## src/rtl/alu_pkg.sv

```systemverilog
// alu_pkg: shared widths, issue-stage states and status-flag bit positions
package alu_pkg;
   localparam int DATA_W = 16;
   localparam int REG_CNT = 8;
   localparam int REG_AW = $clog2(REG_CNT);
   typedef enum logic [1:0] {IDLE, EXEC, RETIRE} state_t;
   localparam int FLAG_C = 3;
   localparam int FLAG_Z = 2;
   localparam int FLAG_S = 1;
   localparam int FLAG_V = 0;
endpackage

```

## src/rtl/alu_regfile.sv

```systemverilog
// alu_regfile: register file with two operand read ports, a debug read port and a hardwired-zero R0
module alu_regfile #(
   parameter int DATA_W = 16,
   parameter int REG_CNT = 8
) (
   input  logic                       CLK,
   input  logic                       RSTN,
   input  logic                       wrEn,
   input  logic [$clog2(REG_CNT)-1:0] wrAddr,
   input  logic [DATA_W-1:0]          wrData,
   input  logic [$clog2(REG_CNT)-1:0] rdAddrA,
   output logic [DATA_W-1:0]          rdDataA,
   input  logic [$clog2(REG_CNT)-1:0] rdAddrB,
   output logic [DATA_W-1:0]          rdDataB,
   input  logic [$clog2(REG_CNT)-1:0] dbgAddr,
   output logic [DATA_W-1:0]          dbgData
);
   import alu_pkg::*;
   logic [DATA_W-1:0] mem [REG_CNT];
   // storage; R0 is never written so it keeps its cleared value of zero
   always_ff @(posedge CLK or negedge RSTN)
      if (!RSTN)
         for (int i = 0; i < REG_CNT; i++) mem[i] <= '0;
      else if (wrEn && wrAddr != '0)
         mem[wrAddr] <= wrData;
   assign rdDataA = mem[rdAddrA];
   assign rdDataB = mem[rdAddrB];
   assign dbgData = mem[dbgAddr];
endmodule

```

## src/rtl/alu_issue_ctrl.sv

```systemverilog
// alu_issue_ctrl: issues one instruction at a time to the ALU and writes its result and flags back
module alu_issue_ctrl #(
   parameter int DATA_W = 16,
   parameter int REG_CNT = 8
) (
   input  logic                       CLK,
   input  logic                       RSTN,
   input  logic                       INSTR_VALID,
   output logic                       INSTR_READY,
   input  logic                       INSTR_LOAD,
   input  logic [3:0]                 INSTR_FSEL,
   input  logic                       INSTR_USEC,
   input  logic [$clog2(REG_CNT)-1:0] INSTR_RD,
   input  logic [$clog2(REG_CNT)-1:0] INSTR_RA,
   input  logic [$clog2(REG_CNT)-1:0] INSTR_RB,
   input  logic [DATA_W-1:0]          INSTR_IMM,
   output logic [DATA_W-1:0]          ABUS,
   output logic [DATA_W-1:0]          BBUS,
   output logic [3:0]                 FSEL,
   output logic                       CIN,
   input  logic [DATA_W-1:0]          FOUT,
   input  logic                       C,
   input  logic                       Z,
   input  logic                       S,
   input  logic                       V,
   output logic [DATA_W-1:0]          RESULT,
   output logic [3:0]                 FLAGS,
   output logic                       DONE,
   input  logic [$clog2(REG_CNT)-1:0] DBG_ADDR,
   output logic [DATA_W-1:0]          DBG_DATA
);
   import alu_pkg::*;
   localparam int ADDR_W = $clog2(REG_CNT);
   state_t state, stateNext;
   logic [ADDR_W-1:0] rdLatch, wrAddr;
   logic [DATA_W-1:0] wrData, rdA, rdB;
   logic accept, wrEn;
   alu_regfile #(.DATA_W(DATA_W), .REG_CNT(REG_CNT)) regFile (
      .CLK(CLK),
      .RSTN(RSTN),
      .wrEn(wrEn),
      .wrAddr(wrAddr),
      .wrData(wrData),
      .rdAddrA(INSTR_RA),
      .rdDataA(rdA),
      .rdAddrB(INSTR_RB),
      .rdDataB(rdB),
      .dbgAddr(DBG_ADDR),
      .dbgData(DBG_DATA)
   );
   // state register; reset drops any in-flight instruction
   always_ff @(posedge CLK or negedge RSTN)
      if (!RSTN) state <= IDLE;
      else state <= stateNext;
   // loads skip EXEC since there is nothing for the ALU to compute
   always_comb
      stateNext = state == IDLE ? (INSTR_VALID ? (INSTR_LOAD ? RETIRE : EXEC) : IDLE) :
                  state == EXEC ? RETIRE : IDLE;
   // handshake, retirement pulse and register-file write selection
   always_comb begin
      INSTR_READY = state == IDLE;
      DONE = state == RETIRE;
      accept = INSTR_VALID && state == IDLE;
      wrEn = (accept && INSTR_LOAD) || state == EXEC;
      wrAddr = state == EXEC ? rdLatch : INSTR_RD;
      wrData = state == EXEC ? FOUT : INSTR_IMM;
   end
   // ALU operand latches hold until the next ALU op; RESULT/FLAGS track the last writeback
   always_ff @(posedge CLK or negedge RSTN)
      if (!RSTN) begin
         ABUS <= '0;
         BBUS <= '0;
         FSEL <= '0;
         CIN <= 1'b0;
         rdLatch <= '0;
         RESULT <= '0;
         FLAGS <= '0;
      end else begin
         if (accept && !INSTR_LOAD) begin
            ABUS <= rdA;
            BBUS <= rdB;
            FSEL <= INSTR_FSEL;
            CIN <= INSTR_USEC & FLAGS[FLAG_C];
            rdLatch <= INSTR_RD;
         end
         if (wrEn) RESULT <= wrData;
         if (state == EXEC) FLAGS <= {C, Z, S, V};
      end
endmodule

```

## config.mk

```make
export PLATFORM = sky130hd
export DESIGN_NAME = alu_issue_ctrl
export DESIGN_NICKNAME = d
export VERILOG_FILES = /design/src/rtl/alu_pkg.sv /design/src/rtl/alu_regfile.sv /design/src/rtl/alu_issue_ctrl.sv
export SDC_FILE = /design/constraint.sdc
export NUM_CORES = 1
export LEC_CHECK = 0
export CORE_MARGIN = 4
export CORE_UTILIZATION = 40
export DETAILED_ROUTE_END_ITERATION = 12
export SYNTH_ARGS = -nofsm -noshare
export SYNTH_HDL_FRONTEND = slang
export SYNTH_SLANG_ARGS = --single-unit
```

## constraint.sdc

```tcl
create_clock -name CLK -period 3.05 [get_ports CLK]
set_clock_uncertainty 0.05 [all_clocks]
set_input_delay 0.61 -clock CLK [delete_from_list [all_inputs] [get_ports CLK]]
set_output_delay 0.61 -clock CLK [all_outputs]
set_load 0.005 [all_outputs]
```

==> impl_metrics.csv <==
group,metric,value,unit
clock_tree,cts.sinks,190,
logic_synthesis,syn_inst,812,
power,clkPwrFrac,0.229,
worst_setup_path,r2r-start,"state[0]$_DFF_PN0_",
sta,fin_setup_tns,0,ns
global_route,grt_pass1_wl,45.7,mm
floorplanning,die_area,28400,sq um
detailed_routing,wl_per_cell,22.9,microns
sta,fin_crit_sh,0.973,
global_route,grt_pass1_vias,7346,
sta,hold_slack,0.0661,ns
global_route,grt_remaining_overflow,0,
cells_and_area,syn_to_final_growth,22.6,%
logic_synthesis,syn_nets,869,
worst_setup_path,path_class,"in -> out",
detailed_routing,drcViolationCount,0,
logic_synthesis,ys_cells,812,
clock_tree,clockRootBuffer,"clkbuf_16",
clock_tree,cts_tree,"yes",
placed_design,io_buffers,131,
logic_synthesis,top_cells_by_area,"dfrtp_1 (46%), mux2_2 (15%), mux2i_1 (12%)",
floorplanning,coreArea,25300,sq um
power,pwr-share-comb,0.326,
cells_and_area,layoutNonFillerInstCount,1267,
worst_setup_path,arrival,2.31,ns
logic_synthesis,synth_warnings,0,
sta,clock.fmax,337,MHz
worst_setup_path,cp-start-kind,"primary input",
power,cellPowerDensity,766,nW/um^2
status,status,"completed",
power,p_sw_frac,0.314,
==> layer usage <==
metal | vias up | track usage | wire, microns
met5 | - | 0 | 0
met4 | 0 | 0.0593 | 517
met3 | 41 | 0.0271 | 1310
met2 | 185 | 0.340 | 13900
met1 | 3719 | 0.295 | 13300
li1 | 3206 | - | -
==> per-stage QoR <==
stage	setup WS, ns	total power, uW	utilization
finish	0.0816	9690	0.501
global route	0.0137	10300	0.501
CTS	0.0317	9750	0.501
detailed placement	-0.0761	7500	0.477
global placement	-0.0389	7420	0.477
floorplan	0.470	6080	-
==> repair_timing <==
| item | CTS | global route |
|---|---|---|
| setup endpoints to repair | 16 | 0 |
| resized | 2 | 0 |
| setup buffers | 0 | 0 |
==> worst max-delay path by stage <==
stage,end,cells after the start
CTS,DBG_DATA[11],5
finish,DBG_DATA[5],5
global placement,DBG_DATA[8],5
floorplan,DBG_DATA[10],4
global route,DBG_DATA[3],5
detailed placement,DBG_DATA[7],5
==> state kept, by name, indices dropped and copies added (netlist names) <==
name,count
ABUS,16
BBUS,16
CIN,1
FLAGS,4
FSEL,4
RESULT,16
rdLatch,3
regFile.mem,128
state,2
==> power groups by stage <==
stage               Sequential (uW)  Clock, uW  Combinational, uW
floorplan                      4050          0               2030
global placement               4310          0               3100
detailed placement             4330          0               3170
CTS                            4280       2270               3200
global route                   4450       2360               3460
finish                         4310       2220               3160
==> final cells by class <==
| class | instances | area (sq um) | area share |
|---|---|---|---|
| inverters | 1 | 3.75 | 0.000297 |
| well taps | 330 | 413 | 0.0326 |
| repair buffers | 168 | 1710 | 0.135 |
| clock inverters | 13 | 128 | 0.0101 |
| clock buffers | 19 | 443 | 0.0350 |
| flip-flops and latches | 190 | 4750 | 0.376 |
| multi-input cells | 546 | 5200 | 0.411 |
==> synthesized netlist by cell type <==
| library cell | n |
|---|---|
| dfrtp_1 | 190 |
| nand2b_1 | 3 |
| buf_2 | 25 |
| inv_1 | 1 |
| buf_1 | 1 |
| nor3b_1 | 1 |
| mux2_2 | 133 |
| nor2b_4 | 1 |
| a21oi_1 | 1 |
| o21ai_2 | 2 |
| a21oi_2 | 2 |
| nor2_1 | 4 |
| nand2_2 | 6 |
| nand3b_1 | 1 |
| mux2_4 | 30 |
| buf_6 | 6 |
| nand4bb_1 | 3 |
| nor2b_1 | 5 |
| mux2i_1 | 128 |
| o21a_1 | 1 |
| nand4b_1 | 1 |
| and2_1 | 2 |
| mux2i_2 | 1 |
| mux4_2 | 32 |
| mux2_1 | 1 |
| clkbuf_1 | 43 |
| nand2_1 | 90 |
| a22oi_1 | 64 |
| nand3_1 | 33 |
| nor3_1 | 1 |
==> worst max-delay path, cell delays in order <==
cell	delay [ns]
clkdlybuf4s15_1	0.30
bufbuf_16	0.36
mux4_2	0.29
mux2_2	0.27
clkdlybuf4s50_1	0.47
==> cell families after synthesis <==
family,synth area share
flops,0.461
simple gates,0.0673
compound gates,0.0512
buf+inv,0.0351
mux,0.385
pdn.png
(2 px per micron) Pins as bars on the die edge.
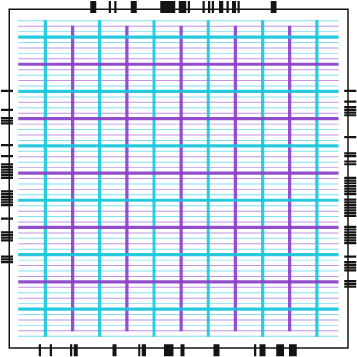
colour	net
cyan	VSS
purple	VDD
rows	58
met4 straps	11
met5 straps	11

final_congestion.png
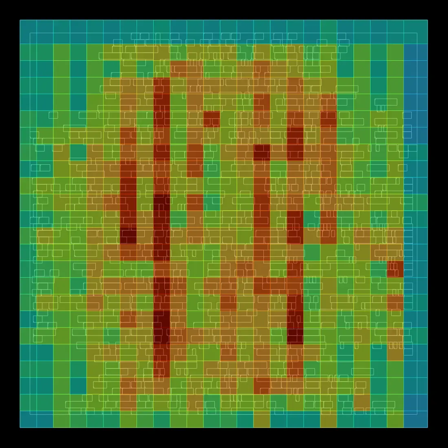
GR Util met3: 0.0271
met2 track demand over resource: 0.340
GR peak layer: met2
met1 Resource Use GR: 0.295

cell_classes.png
(3 px per micron) Fill, decap, tap and diode cells in grey.
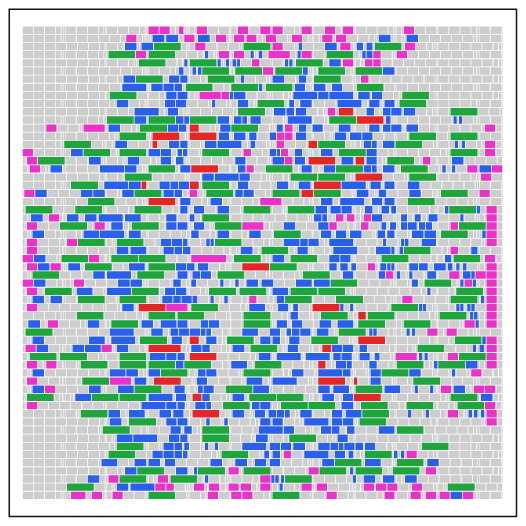
colour	class	cells
magenta	other buffers and delay cells	168
green	flip-flops	190
blue	all other logic	547
red	clock drivers and dummy loads	32

clock_map.png
(3 px per micron)
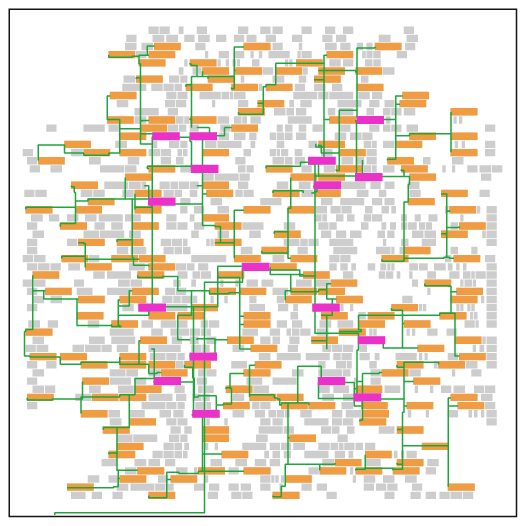
[orange] flip-flops | count: 190
[magenta] cells driving clock nets | count: 17
[green] clock wires | length: 2480 microns
routed clock nets	18

Power figures rest on the tool's default switching activity, not on a simulated workload.
